==> config.mk <==
export PLATFORM = sky130hd
export DESIGN_NAME = scytale_decryption
export DESIGN_NICKNAME = d
export VERILOG_FILES = /design/src/rtl/scytale_decryption_pkg.sv /design/src/rtl/scytale_decryption_addr_gen.sv /design/src/rtl/scytale_decryption.sv
export SDC_FILE = /design/constraint.sdc
export NUM_CORES = 1
export LEC_CHECK = 0
export ABC_AREA = 1
export CAP_MARGIN = 10
export CORE_MARGIN = 3
export CORE_UTILIZATION = 60
export DETAILED_ROUTE_END_ITERATION = 8
export PLACE_DENSITY = 0.78
export SYNTH_ARGS = -nofsm -noshare
export SYNTH_HDL_FRONTEND = slang
export SYNTH_SLANG_ARGS = --single-unit
==> constraint.sdc <==
create_clock -name clk -period 3.4 [get_ports clk]
set_input_delay 0.34 -clock clk [delete_from_list [all_inputs] [get_ports clk]]
set_output_delay 0.34 -clock clk [all_outputs]
set_load 0.1 [all_outputs]
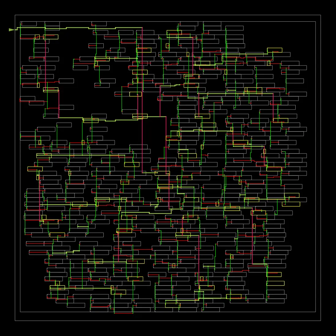
**Above:** run 1 (clock routing).
Clock Latency Late Sink: 560 ps
Post-Route Skew: 17.0 ps
Num CTS Buffers: 46
flop count: 456

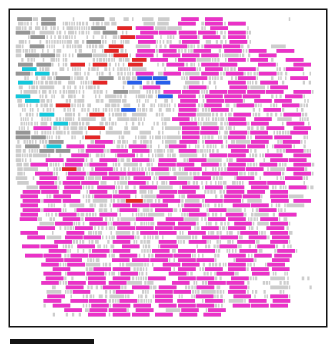
**Above:** run 1 (register map, names as in the netlist).
Scale bar: 50 µm.
| color | netlist name | flops |
|---|---|---|
| magenta | buffer | 400 |
| cyan | u_addr_gen.col | 8 |
| red | u_addr_gen.idx | 16 |
| blue | wr_cnt | 6 |
not colored: 26
Finished Core Util: 69.7%
Seq. pwr: 6.09 mW
Seq/total area: 58.7%
area taken by flip-flops and latches: 13400 µm²

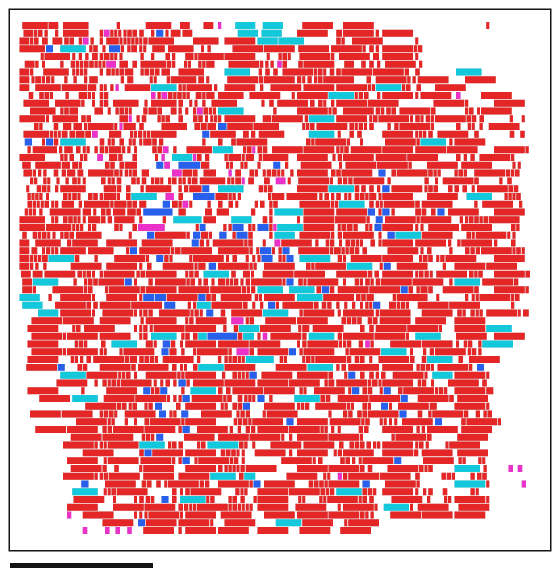
**Above:** run 1 (drive-strength map).
Scale bar: 50 µm.
| color | size | cells | most used |
|---|---|---|---|
| cyan | drive 6 and up | 74 | clkbuf_16 |
| blue | drive 3 to 4 | 83 | buf_4 |
| magenta | drive 2 | 41 | inv_2 |
| red | drive 1 or less | 1786 | nand2_1 |
Finished Cell Area: 22900 µm²
Signal buffers: 111
post-route setup slack: 136 ps
Area Growth Syn to Fin: 13.8%

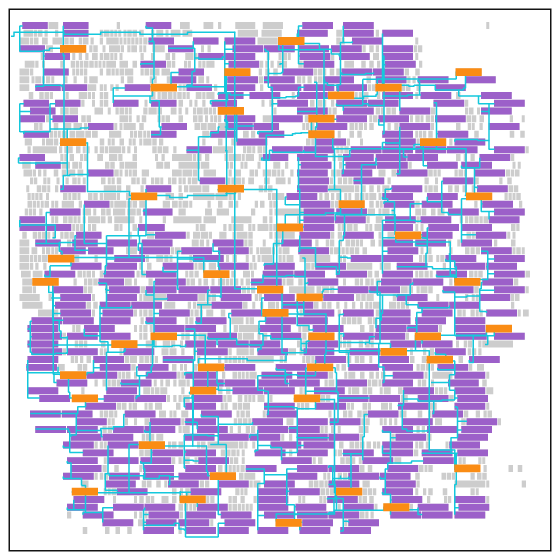
**Above:** run 1 (clock network drawn from the DEF).
[purple] flip-flops | count: 456
[cyan] clock wires | length: 4890 µm
[orange] cells driving clock nets | count: 46
flops lie: all over the die
routed clock nets: 47
Clk pwr share: 44.2%
Power Clock: 4.96 mW

==> results.json, run 1 <==
{
  "power_switching_mw": 2.23,
  "setup_violations": 0,
  "p_total_mw": 11.2,
  "whs_ps": 175,
  "synthArstFlopShare_pct": 12.3,
  "tightest_slew_ps": 962,
  "xor_share_pct": 1.38,
  "fp_nets": 1931,
  "wl_per_cell_um": 21.8,
  "grt_max_degree": 143,
  "h-tree-depth": 2,
  "busiest_layer": "met2",
  "synthFlopType": "edfxtp_1",
  "cts-root-buf": "clkbuf_16",
  "clk_share_pct": 6.45,
  "wl_met2_mm": 25.0,
  "first_iter_violations": 1860,
  "comb_cells": 1245,
  "use_met1_pct": 39.5,
  "ys_sh_aoi_pct": 4.36,
  "post_cts_buffers": 0,
  "cp_cell_sequence": "inv_4 > buf_16 > a21oi_1 > a22oi_1 > nand2_1 > nand3_1 > nand3_1 > nand3_1 > nand2_1 > nor2_4 > buf_12",
  "cpLargestDelayFamily": "simple AND/OR/NAND/NOR gates",
  "ctsResizeCount": 1,
  "comb_area_share_pct": 26.1,
  "die_h_um": 189,
  "crit_slowest_cell": "dfrtp_4",
  "crit_fanout": 51,
  "die_w_um": 189,
  "outcome": "completed",
  "worst-path-buf-inv": 3,
  "warnings": 29,
  "largest_class": "sequential cells",
  "fp_util_pct": 61.3,
  "yosys-top-cells-area": "edfxtp_1 60%, nand2_1 9.7%, nand3_1 8.3%, dfrtp_1 7.0%, nor2_1 2.4%",
  "yosysCellCount": 1884,
  "ant_nets": 0,
  "grt_pass1_vias": 14300,
  "path_depth": 11,
  "maxCapViolCount": 0,
  "yosysTopAreaCellShare_pct": 59.8,
  "wirelength_met1_mm": 19.8,
  "grtUsageMet2_pct": 47.0,
  "numClockSinks": 456,
  "dp_hpwl_mm": 31.8,
  "crit_arrival_ps": 2920,
  "final_common_cell": "nand2_1",
  "p_comb_share_pct": 1.5,
  "simple_gate_area_share_pct": 22.2,
  "p_comb_uw": 164,
  "io_buffer_count": 38,
  "yosys.area.top_type": "edfxtp_1",
  "p_int_mw": 8.99,
  "ys_seq_elements": 456,
  "mux_share_pct": 0.0498,
  "slowest_delay_ps": 540,
  "finalCritPeriodShare_pct": 96.0,
  "top_logic_kind": "simple AND/OR/NAND/NOR gates",
  "nClkBuffers": 56,
  "placed_cells": 2340,
  "num_rows": 66,
  "hp-class": "input pin to register",
  "pin_count": 40,
  "instances_no_fill": 2426,
  "ys_chip_area_um2": 20100,
  "cp-start-kind": "register",
  "fa_ha_area_share_pct": 1.28,
  "drtPass1Iterations": 7
}
==> run 2, diff against run 1 <==
--- a/config.mk
+++ b/config.mk
@@ -13,4 +13,5 @@
 export PLACE_DENSITY = 0.78
 export SYNTH_ARGS = -nofsm -noshare
 export SYNTH_HDL_FRONTEND = slang
+export SYNTH_HIERARCHICAL = 1
 export SYNTH_SLANG_ARGS = --single-unit
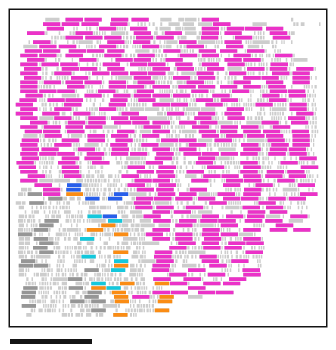
**Above:** run 2 (register map, names as in the netlist).
Scale bar: 50 µm.
| color | netlist name | flops |
|---|---|---|
| cyan | u_addr_gen/col | 8 |
| orange | u_addr_gen/idx | 16 |
| magenta | buffer | 400 |
| blue | wr_cnt | 6 |
Finished Core Util: 69.0%
Seq/total area: 57.5%

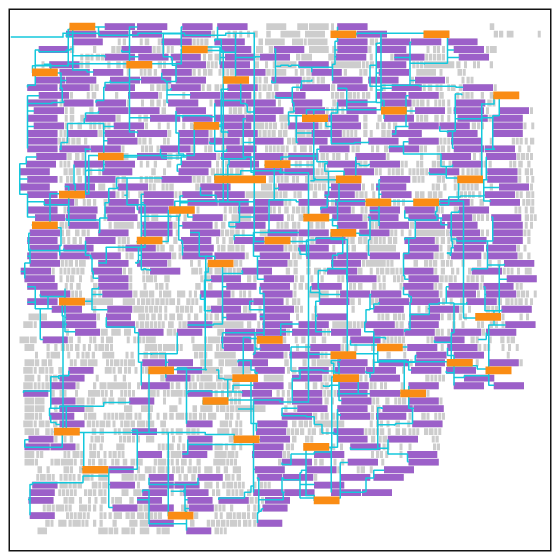
**Above:** run 2 (clock network drawn from the DEF).
[purple] flip-flops | count: 456
[orange] cells driving clock nets | count: 45
[cyan] clock wires | length: 4910 µm
flops lie: all over the die
routed clock nets: 46
Post-Route Skew: 15.3 ps
Power Clock: 5.11 mW
Clk pwr share: 40.8%
Clock Latency Late Sink: 550 ps

==> run 2 against run 1 <==
Net effect: hold slack improved by 20 ps; clock power rose by 3%; non-clock buffer count shrank 27; sequential share of layout area down 1.2 points; combinational power went up to 5.9 times the previous value; synthesized cell count rose by 11%; largest cell class unchanged; highest routed layer unchanged.
==> results.json, run 2 <==
{
  "yosysTopAreaCellShare_pct": 57.7,
  "p_comb_uw": 966,
  "slew_headroom_pct": 27.5,
  "xor_share_pct": 1.52,
  "yosys-top-cells-count": "657 x nand2_1, 400 x edfxtp_1, 386 x nand3_1",
  "wl_met2_mm": 24.9,
  "yosys.area.top_type": "edfxtp_1",
  "tightest_slew_ps": 1090,
  "wirelength_met1_mm": 20.0,
  "fin_ws_ps": 131,
  "die_h_um": 192,
  "rsz0062_at_grt": "no",
  "simple_gate_area_share_pct": 24.7,
  "comb_area_share_pct": 26.2,
  "yosys-top-cells-area": "edfxtp_1 58%, nand2_1 12%, nand3_1 9.3%, dfrtp_1 6.7%, inv_1 3.9%",
  "postSynthCellCount": 2094,
  "h-tree-depth": 2,
  "p_int_mw": 9.58,
  "warnings": 27,
  "pin_count": 40,
  "fp_nets": 2141,
  "powerSeq_mw": 6.45,
  "dp_hpwl_mm": 31.8,
  "maxCapViolCount": 0,
  "wl_per_cell_um": 19.9,
  "hp-class": "input pin to register",
  "io_buffer_count": 38,
  "grtUsageMet2_pct": 47.1,
  "setup_violations": 0,
  "cpLargestDelayFamily": "simple AND/OR/NAND/NOR gates",
  "slowest_delay_ps": 600,
  "placed_cells": 2524,
  "finalCritPeriodShare_pct": 96.1,
  "nClkBuffers": 56,
  "fa_ha_area_share_pct": 1.24,
  "mux_share_pct": 0,
  "post_cts_buffers": 0,
  "outcome": "completed",
  "synthArstFlopShare_pct": 12.3,
  "ant_nets": 0,
  "peakVddDrop_uv": 447,
  "cp_cell_sequence": "buf_16 > buf_4 > nand2_1 > nand3_1 > nand2_1 > nand2_1 > nand3_1 > nand3_1 > nand3_1 > nand2_1 > nor2_4 > buf_12",
  "ys_sh_aoi_pct": 1.57,
  "top_logic_kind": "simple AND/OR/NAND/NOR gates",
  "largest_class": "sequential cells",
  "clk_share_pct": 6.48,
  "gr-usage-met3_pct": 5.07,
  "edf_count": 400,
  "cp-start-kind": "register",
  "synthFlopType": "edfxtp_1",
  "cts_made_buffers": 45,
  "grt.total_usage_pct": 28.4,
  "cts-root-buf": "clkbuf_16",
  "yosysCellCount": 2094,
  "ys_chip_area_um2": 20800,
  "crit_slowest_cell": "dfrtp_4",
  "instances_no_fill": 2608,
  "comb_cells": 1318,
  "fp_util_pct": 61.4,
  "cts_buffer_depth": 3,
  "whs_ps": 195,
  "final_common_cell": "nand2_1",
  "die_w_um": 192,
  "power_switching_mw": 2.94,
  "ctsResizeCount": 2,
  "postSynthAreaPerCell_um2": 9.94,
  "path_depth": 12,
  "crit_arrival_ps": 2930,
  "numClockSinks": 456,
  "use_met1_pct": 37.7,
  "p_comb_share_pct": 7.7,
  "regArea_um2": 13400,
  "first_iter_violations": 1760,
  "syn_area_um2": 20800,
  "syn2layout_area_growth_pct": 12.2,
  "buffers_excl_clock": 84,
  "worst-path-buf-inv": 3,
  "ys_seq_elements": 456,
  "p_total_mw": 12.5,
  "drtPass1Iterations": 6,
  "busiest_layer": "met2",
  "crit_fanout": 46,
  "grt_pass1_vias": 14800,
  "flops": 456
}
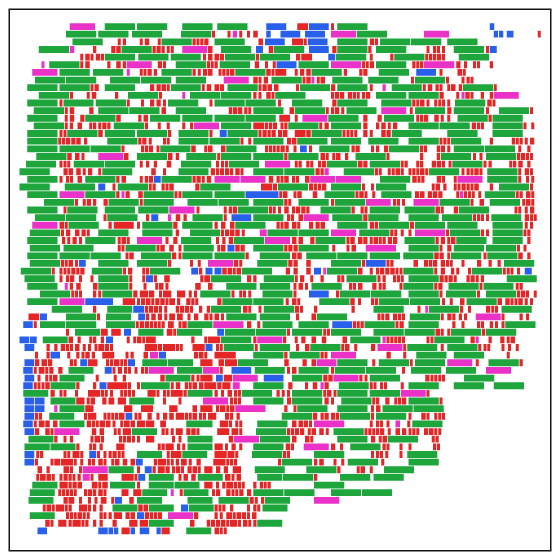
**Above:** run 2 (cells colored by class).
| color | class | cells | share of their area |
|---|---|---|---|
| green | flops | 456 | 59% |
| red | all other logic | 1540 | 31% |
| magenta | clock drivers and dummy loads | 80 | 6.6% |
| blue | other buffers and delay cells | 84 | 3.9% |
Finished Cell Area: 23400 µm²
Core ar.: 33900 µm²
FP Rows: 67

Power and IR drop assume default switching activity.
